===== config.mk =====
export PLATFORM = sky130hd
export DESIGN_NAME = rcpa_adder16_flat
export DESIGN_NICKNAME = d
export VERILOG_FILES = /design/src/rtl/rcpa_adder16_if.sv /design/src/rtl/rcpa_adder16.sv /design/src/flat_wrapper.sv
export SDC_FILE = /design/constraint.sdc
export NUM_CORES = 1
export LEC_CHECK = 0
export ABC_AREA = 1
export CAP_MARGIN = 40
export CORE_AREA = 2 2 57 59
export CTS_CLUSTER_DIAMETER = 40
export DETAILED_ROUTE_END_ITERATION = 12
export DIE_AREA = 0 0 59 61
export MAX_ROUTING_LAYER = met4
export PLACE_DENSITY = 0.76
export SETUP_SLACK_MARGIN = 0.05
export SYNTH_ARGS = -nofsm -noshare
export SYNTH_HDL_FRONTEND = slang
export SYNTH_SLANG_ARGS = --single-unit

===== constraint.sdc =====
create_clock -name clk -period 13.7 [get_ports clk]
set_input_delay 2.74 -clock clk [delete_from_list [all_inputs] [get_ports clk]]
set_output_delay 2.74 -clock clk [all_outputs]
set_load 0.03 [all_outputs]

===== src/rtl/rcpa_adder16_if.sv =====
// ============================================================================
// Module  : rcpa_adder16_if
// Brief   : Operand/result bundle for the ripple-carry adder primitive.
// Revision: 1.0  initial release
// ============================================================================
`default_nettype none

interface rcpa_adder16_if #(
   parameter int WIDTH = 16
);
   logic [WIDTH-1:0] a;
   logic [WIDTH-1:0] b;
   logic             cin;
   logic [WIDTH-1:0] s;
   logic             cout;
   logic [WIDTH-1:0] s_q;
   logic             cout_q;
   logic             ovf_q;

   modport master (
      output a, b, cin,
      input  s, cout, s_q, cout_q, ovf_q
   );

   modport slave (
      input  a, b, cin,
      output s, cout, s_q, cout_q, ovf_q
   );
endinterface

`default_nettype wire


===== src/rtl/rcpa_adder16.sv =====
// ============================================================================
// Module  : rcpa_adder16
// Brief   : WIDTH-bit ripple-carry adder with registered sum/carry/overflow.
// Revision: 1.0  initial release
// ============================================================================
`default_nettype none

module rcpa_fa_cell (
   input  wire logic a_i,
   input  wire logic b_i,
   input  wire logic c_i,
   output logic      s_o,
   output logic      c_o
);
   logic prop;

   assign prop = a_i ^ b_i;
   assign s_o  = prop ^ c_i;
   assign c_o  = (a_i & b_i) | (c_i & prop);
endmodule

module rcpa_adder16 #(
   parameter int WIDTH = 16
) (
   input  wire logic     clk,
   input  wire logic     rst,
   rcpa_adder16_if.slave io
);
   logic [WIDTH-1:0] op_a;
   logic [WIDTH-1:0] op_b;
   logic [WIDTH-1:0] sum;
   logic [WIDTH:0]   carry;
   logic             ovf;

   logic [WIDTH-1:0] sum_q;
   logic             carry_q;
   logic             ovf_q;
   logic [WIDTH-1:0] sum_d;
   logic             carry_d;
   logic             ovf_d;

   assign op_a     = io.a;
   assign op_b     = io.b;
   assign carry[0] = io.cin;

   for (genvar i = 0; i < WIDTH; i++) begin : g_cell
      rcpa_fa_cell u_fa (
         .a_i (op_a[i]),
         .b_i (op_b[i]),
         .c_i (carry[i]),
         .s_o (sum[i]),
         .c_o (carry[i+1])
      );
   end

   // Carries into and out of the sign bit disagree exactly on signed overflow.
   assign ovf = carry[WIDTH] ^ carry[WIDTH-1];

   assign sum_d   = sum;
   assign carry_d = carry[WIDTH];
   assign ovf_d   = ovf;

   always_ff @(posedge clk or posedge rst) begin
      if (rst) begin
         sum_q   <= '0;
         carry_q <= 1'b0;
         ovf_q   <= 1'b0;
      end else begin
         sum_q   <= sum_d;
         carry_q <= carry_d;
         ovf_q   <= ovf_d;
      end
   end

   assign io.s      = sum;
   assign io.cout   = carry[WIDTH];
   assign io.s_q    = sum_q;
   assign io.cout_q = carry_q;
   assign io.ovf_q  = ovf_q;
endmodule

`default_nettype wire


===== src/flat_wrapper.sv =====
// flat-port wrapper written by rule: the top's interface ports become plain ports
module rcpa_adder16_flat 
#(
   parameter int WIDTH = 16
)
  (clk, rst, io_a, io_b, io_cin, io_s, io_cout, io_s_q, io_cout_q, io_ovf_q);
  rcpa_adder16_if #(.WIDTH(WIDTH)) io_i ();
  input  wire logic clk;
  input  wire logic rst;
  input wire logic [$bits(io_i.a)-1:0] io_a;
  input wire logic [$bits(io_i.b)-1:0] io_b;
  input wire logic [$bits(io_i.cin)-1:0] io_cin;
  output wire logic [$bits(io_i.s)-1:0] io_s;
  output wire logic [$bits(io_i.cout)-1:0] io_cout;
  output wire logic [$bits(io_i.s_q)-1:0] io_s_q;
  output wire logic [$bits(io_i.cout_q)-1:0] io_cout_q;
  output wire logic [$bits(io_i.ovf_q)-1:0] io_ovf_q;
  assign io_i.a = io_a;
  assign io_i.b = io_b;
  assign io_i.cin = io_cin;
  assign io_s = io_i.s;
  assign io_cout = io_i.cout;
  assign io_s_q = io_i.s_q;
  assign io_cout_q = io_i.cout_q;
  assign io_ovf_q = io_i.ovf_q;
  rcpa_adder16 #(.WIDTH(WIDTH)) u_core (.clk(clk), .rst(rst), .io(io_i));
endmodule

### Floorplan with the power grid

Scale bar: 20 um. Pins as bars on the die edge.
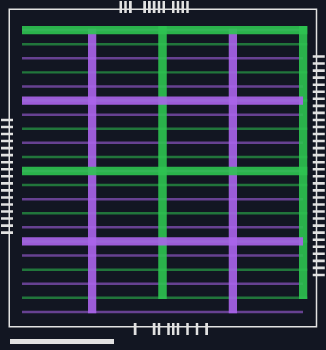
Key: VSS = purple; VDD = green
4 straps on met5. 21 met1 rails follow the rows. 70 signal pins sit on the boundary.

### Placed cells, one colour a class

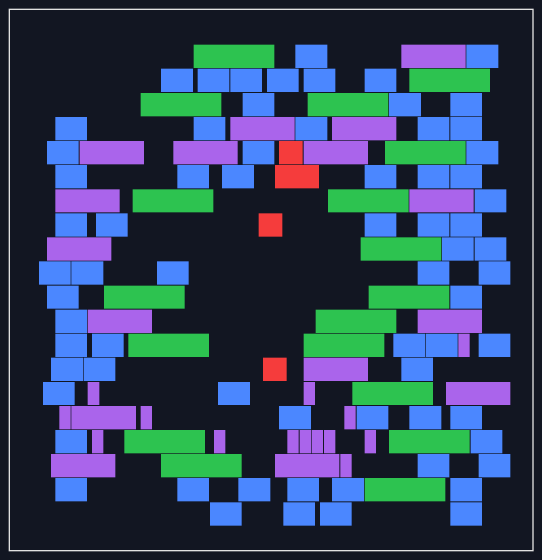
Key: clock drivers and dummy loads = red [cells 4, share of their area 2.3%]; flip-flops = green [cells 18, share of their area 29%]; other buffers and delay cells = blue [cells 69, share of their area 45%]; all other logic = purple [cells 30, share of their area 24%]

### Clock distribution

Scale bar: 20 um.
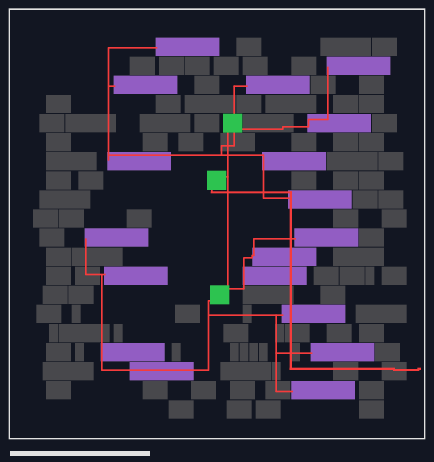
Key: flip-flops = purple [count 18]; clock wires = red [length 269 um]; cells driving clock nets = green [count 3]
There are 4 routed clock nets.

==> Changelog: implementation <==
### Metrics

* Status: finished, final reports clean
* Worst Tran Pin Value at 674 ps
* Post-Route WL at 1.94 mm
* Dominant logic cell type in the layout: clkdlybuf4s50_1
* Setup_tns at 0 ps
* Crit path buf inv count at 6
* Worst setup path endpoint: io_s[15]
* Cell at the slowest stage of the critical path: clkdlybuf4s50_1
* Mean area per synthesized cell at 14.7 um2
* Critical Path Max Stage Delay at 680 ps
* Post-synth ARST share at 100%
* Flops after synth at 18
* Mux area share at 0%
* Highest metal used: met4
* Comb pwr at 109 uW
* Net Switching at 79.7 uW
* GRT overflow at 0
* Nets@finish at 173
* Switching share of total power at 38.5%
* Synth Area in Compound Gates at 0%
* First-pass GRT wire length at 2.92 mm
* Die area at 3600 um2
* Crit path DRT at 10960 ps
* Row count at 20
* Max reg flops at 16
* Startpoint Class: input pin
* Synth Net Count at 115
* Fillers at 283
* Layout cell share with drive strength beyond 1 at 4.13%
* Comb area leader: adder cells
* Met2 Use GR at 19.2%
* Worst hold-check path type: in2async
* RSZ-0062 raised after global routing: no
* Sequential share of cell area at 28.3%
* Crit. End Element: output port
* Pre-CTS setup slack at 637 ps
* Comb_multi_in at 19
* All-Layer GR Usage at 11.7%
* Routed Antenna Nets at 0
* Slew headroom at 55.0%
* Seq pwr at 65.3 uW
* Post-CTS resize count at 0
* Clk sinks at 18
* DP Area at 1560 um2
* Top cells excl fill/tap: clkdlybuf4s50_1, dfrtp_1, fa_1
* Tool warnings at 26
* Largest power group: combinational cells
* Initial antenna violation count at 0
* Share of the synthesized area in the top cell type at 47.7%
* Final Hold Vio Count at 0
Power is estimated from default activity; no workload was simulated.
